Placement by cell class:
Scale bar: 20 µm. Fill, decap, tap and diode cells in grey.
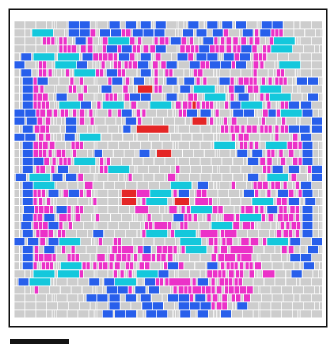
Met2 routing:
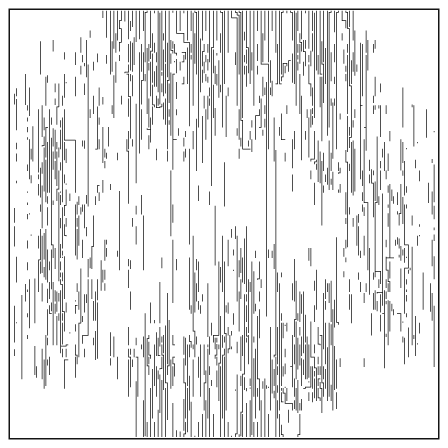
===== src/rtl/rf_write_arbiter_if.sv =====
// Write-port bundle between the register-file requesters and rf_write_arbiter.
// The conflict signal exists only when RFARB_CONFLICT_CHK_EN is defined.
interface rf_write_arbiter_if #(
  parameter int unsigned NREQ = 4,
  parameter int unsigned DW   = 32,
  parameter int unsigned AW   = 5
);
  logic [NREQ-1:0]    req;
  logic [NREQ*AW-1:0] req_addr;
  logic [NREQ*DW-1:0] req_data;
  logic [NREQ-1:0]    gnt;
  logic               Ld;
  logic [AW-1:0]      wr_addr;
  logic [DW-1:0]      Ds;
  logic               busy;
`ifdef RFARB_CONFLICT_CHK_EN
  logic               conflict;

  modport master (
    output req, req_addr, req_data,
    input  gnt, Ld, wr_addr, Ds, busy, conflict
  );
  modport slave (
    input  req, req_addr, req_data,
    output gnt, Ld, wr_addr, Ds, busy, conflict
  );
`else
  modport master (
    output req, req_addr, req_data,
    input  gnt, Ld, wr_addr, Ds, busy
  );
  modport slave (
    input  req, req_addr, req_data,
    output gnt, Ld, wr_addr, Ds, busy
  );
`endif
endinterface


===== src/rtl/rf_write_arbiter.sv =====
// Round-robin arbiter for the register file's single write port, fully registered outputs.
// Optional RFARB_CONFLICT_CHK_EN adds a sticky same-address conflict flag.
module rf_write_arbiter #(
  parameter int unsigned NREQ = 4,
  parameter int unsigned DW   = 32,
  parameter int unsigned AW   = 5
) (
  input logic              clk,
  input logic              reset,
  rf_write_arbiter_if.slave bus
);
  localparam int unsigned PW = $clog2(NREQ);

  logic [NREQ-1:0] gnt_q, gnt_d;
  logic            ld_q, ld_d;
  logic [AW-1:0]   addr_q, addr_d;
  logic [DW-1:0]   ds_q, ds_d;
  logic            busy_q, busy_d;
  logic [PW-1:0]   ptr_q, ptr_d;

  logic [NREQ-1:0] eligible;
  logic            win_found;
  logic [PW-1:0]   win_idx;
  logic [PW:0]     scan_idx;
  logic [AW-1:0]   win_addr;
  logic [DW-1:0]   win_data;

  // Last cycle's grant is masked so a requester still dropping req is not granted twice.
  assign eligible = bus.req & ~gnt_q;

  always_comb begin
    win_found = 1'b0;
    win_idx   = '0;
    scan_idx  = '0;
    for (int unsigned j = 0; j < NREQ; j++) begin
      scan_idx = {1'b0, ptr_q} + (PW + 1)'(j);
      if (scan_idx >= (PW + 1)'(NREQ)) begin
        scan_idx = scan_idx - (PW + 1)'(NREQ);
      end
      if (!win_found && eligible[scan_idx[PW-1:0]]) begin
        win_found = 1'b1;
        win_idx   = scan_idx[PW-1:0];
      end
    end
  end

  assign win_addr = bus.req_addr[win_idx*AW +: AW];
  assign win_data = bus.req_data[win_idx*DW +: DW];

  always_comb begin
    gnt_d  = '0;
    ld_d   = 1'b0;
    addr_d = addr_q;
    ds_d   = ds_q;
    ptr_d  = ptr_q;
    busy_d = ($countones(eligible) > 1);
    if (win_found) begin
      gnt_d[win_idx] = 1'b1;
      addr_d         = win_addr;
      ds_d           = win_data;
      // Writes to the zero register release the requester but never pulse Ld.
      ld_d           = |win_addr;
      ptr_d          = (win_idx == PW'(NREQ - 1)) ? '0 : win_idx + 1'b1;
    end
  end

  always_ff @(posedge clk) begin
    if (reset) begin
      gnt_q  <= '0;
      ld_q   <= 1'b0;
      addr_q <= '0;
      ds_q   <= '0;
      busy_q <= 1'b0;
      ptr_q  <= '0;
    end else begin
      gnt_q  <= gnt_d;
      ld_q   <= ld_d;
      addr_q <= addr_d;
      ds_q   <= ds_d;
      busy_q <= busy_d;
      ptr_q  <= ptr_d;
    end
  end

  assign bus.gnt     = gnt_q;
  assign bus.Ld      = ld_q;
  assign bus.wr_addr = addr_q;
  assign bus.Ds      = ds_q;
  assign bus.busy    = busy_q;

`ifdef RFARB_CONFLICT_CHK_EN
  logic conflict_q, conflict_d;
  logic same_addr_hit;

  always_comb begin
    same_addr_hit = 1'b0;
    for (int unsigned i = 0; i < NREQ; i++) begin
      for (int unsigned j = i + 1; j < NREQ; j++) begin
        if (eligible[i] && eligible[j] &&
            (bus.req_addr[i*AW +: AW] == bus.req_addr[j*AW +: AW]) &&
            (|bus.req_addr[i*AW +: AW])) begin
          same_addr_hit = 1'b1;
        end
      end
    end
    conflict_d = conflict_q | same_addr_hit;
  end

  always_ff @(posedge clk) begin
    if (reset) begin
      conflict_q <= 1'b0;
    end else begin
      conflict_q <= conflict_d;
    end
  end

  assign bus.conflict = conflict_q;
`endif
endmodule


===== src/flat_wrapper.sv =====
// flat-port wrapper written by rule: the top's interface ports become plain ports
module rf_write_arbiter_flat 
#(
  parameter int unsigned NREQ = 4,
  parameter int unsigned DW   = 32,
  parameter int unsigned AW   = 5
)
  (clk, reset, bus_req, bus_req_addr, bus_req_data, bus_gnt, bus_Ld, bus_wr_addr, bus_Ds, bus_busy);
  rf_write_arbiter_if #(.NREQ(NREQ), .DW(DW), .AW(AW)) bus_i ();
  input logic clk;
  input logic reset;
  input wire logic [$bits(bus_i.req)-1:0] bus_req;
  input wire logic [$bits(bus_i.req_addr)-1:0] bus_req_addr;
  input wire logic [$bits(bus_i.req_data)-1:0] bus_req_data;
  output wire logic [$bits(bus_i.gnt)-1:0] bus_gnt;
  output wire logic [$bits(bus_i.Ld)-1:0] bus_Ld;
  output wire logic [$bits(bus_i.wr_addr)-1:0] bus_wr_addr;
  output wire logic [$bits(bus_i.Ds)-1:0] bus_Ds;
  output wire logic [$bits(bus_i.busy)-1:0] bus_busy;
  assign bus_i.req = bus_req;
  assign bus_i.req_addr = bus_req_addr;
  assign bus_i.req_data = bus_req_data;
  assign bus_gnt = bus_i.gnt;
  assign bus_Ld = bus_i.Ld;
  assign bus_wr_addr = bus_i.wr_addr;
  assign bus_Ds = bus_i.Ds;
  assign bus_busy = bus_i.busy;
  rf_write_arbiter #(.NREQ(NREQ), .DW(DW), .AW(AW)) u_core (.clk(clk), .reset(reset), .bus(bus_i));
endmodule

===== config.mk =====
export PLATFORM = sky130hd
export DESIGN_NAME = rf_write_arbiter_flat
export DESIGN_NICKNAME = d
export VERILOG_FILES = /design/src/rtl/rf_write_arbiter_if.sv /design/src/rtl/rf_write_arbiter.sv /design/src/flat_wrapper.sv
export SDC_FILE = /design/constraint.sdc
export NUM_CORES = 1
export LEC_CHECK = 0
export ABC_AREA = 1
export CAP_MARGIN = 25
export CORE_UTILIZATION = 30
export DETAILED_ROUTE_END_ITERATION = 8
export PLACE_DENSITY = 0.71
export SYNTH_ARGS = -nofsm -noshare
export SYNTH_HDL_FRONTEND = slang
export SYNTH_SLANG_ARGS = --single-unit
export TNS_END_PERCENT = 50

===== constraint.sdc =====
create_clock -name clk -period 5.95 [get_ports clk]
set_input_delay 1.4875 -clock clk [delete_from_list [all_inputs] [get_ports clk]]
set_output_delay 1.4875 -clock clk [all_outputs]
set_load 0.02 [all_outputs]

==> run_results.csv <==
group,metric,value,unit
outcome,status,"completed",
setup_path,cp-startpoint,"bus_req[3]",
cells_and_area,buffers,200,
timing,slew_viol_final,0,
grt,grt_pass1_vias,3924,
grt,grt_pass1_wl,18900,µm
grt,grt_max_degree,88,
cells_and_area,layout_top_cells,"clkdlybuf4s50_1 (196), nor2_1 (159), nand2_1 (79)",
floorplan,taps,136,
grt,met1_usage,24.5,%
cells_and_area,drive_above_1_share,3.91,%
timing,whs,513,ps
synthesis,syn_area,3310,µm²
power,swShare,54.2,%
cells_and_area,clkCellAreaFrac,2.16,%
setup_path,crit_end,"u_core.ptr_q[1]",
timing,finalWorstSetupSlack,1860,ps
hold_path,holdPathEnd,"u_core.bus.wr_addr[4]",
clock_tree,cts_tree,"built",
clock_tree,htree_levels,2,
setup_path,cp_cell_sequence,"clkdlybuf4s50_1, nand3_1, nand3_2, nand2_2, nand2_1, nand3_1, nand2_4, nand2_4, inv_2, ha_1, inv_1, a21oi_1",
place,dp_cells,869,
power,largestPowerGroup,"combinational logic",
cells_and_area,buf_share,36.9,%
clock_tree,cts_setup_buffers,0,
synthesis,ys.flops,45,
synthesis,mux_area_share,0,%
detailed_routing,viasPerCell,4.75,
synthesis,post_synth_num_cell_types,31,
job,cap_violations,0,
synthesis,synth.avg_cell_area,5.80,µm²
synthesis,yosys-top-cells-area,"dfxtp_1 (27%), nor2_1 (18%), nand3_1 (9.4%)",
place,gp_congestion,0.877,
timing,finalHoldViolations,0,
cells_and_area,area_growth_syn_to_layout,63.0,%
setup_path,cp-start-kind,"input port",
floorplan,dieArea,11500,µm²
hold_path,hold_depth,2,
detailed_routing,vias,4165,
floorplan,rows,37,
synthesis,syn_inst,570,
setup_path,cp.buffers_inverters,3,
synthesis,ys.flop_type,"dfxtp_1",
power,power_frac_seq,16.1,%
place,place_area,5280,µm²
grt,antenna_found_initial,0,
detailed_routing,met1_length,5280,µm
synthesis,yosys.cell_count.top_type,"nor2_1",
grt,grt_use_met3,3.22,%
cells_and_area,comb_share,36.1,%
setup_path,reg2reg_depth,13,
detailed_routing,first_pass_iters,5,
cells_and_area,fillCellCount,1073,
detailed_routing,wl_per_cell,14.0,µm
timing,worst_slew_pin_slew,894,ps
power,comb_power_share,76.2,%
cells_and_area,largest_reg_flops,32,
power,pg_clk,0.000248,W
cells_and_area,antenna_cells,0,
place,place_ws,1510,ps
floorplan,die_y,107,µm
setup_path,reg2reg_slack,2890,ps
cells_and_area,finalNonFillerCells,877,
timing,fmax,244,MHz
floorplan,die_w,107,µm
cells_and_area,lay_top_count,"clkdlybuf4s50_1",
setup_path,critPathKind,"in -> reg",
synthesis,aoi_share,16.1,%
hold_path,hp-start,"u_core.bus.wr_addr[4]",
detailed_routing,drt_iter0_markers,239,
Back to the opening pictures, 'placement by cell class':
[blue] remaining buffers and delay cells | cells: 200 | share of their area: 38%
[red] clock drivers and dummy loads | cells: 8 | share of their area: 2.2%
[magenta] combinational and other logic | cells: 488 | share of their area: 42%
[cyan] sequential cells | cells: 45 | share of their area: 17%

Back to the opening pictures, 'met2 routing':
longest straight run: 58.5 µm
share of all routed wire: 50%

Power is estimated from default activity; no workload was simulated.
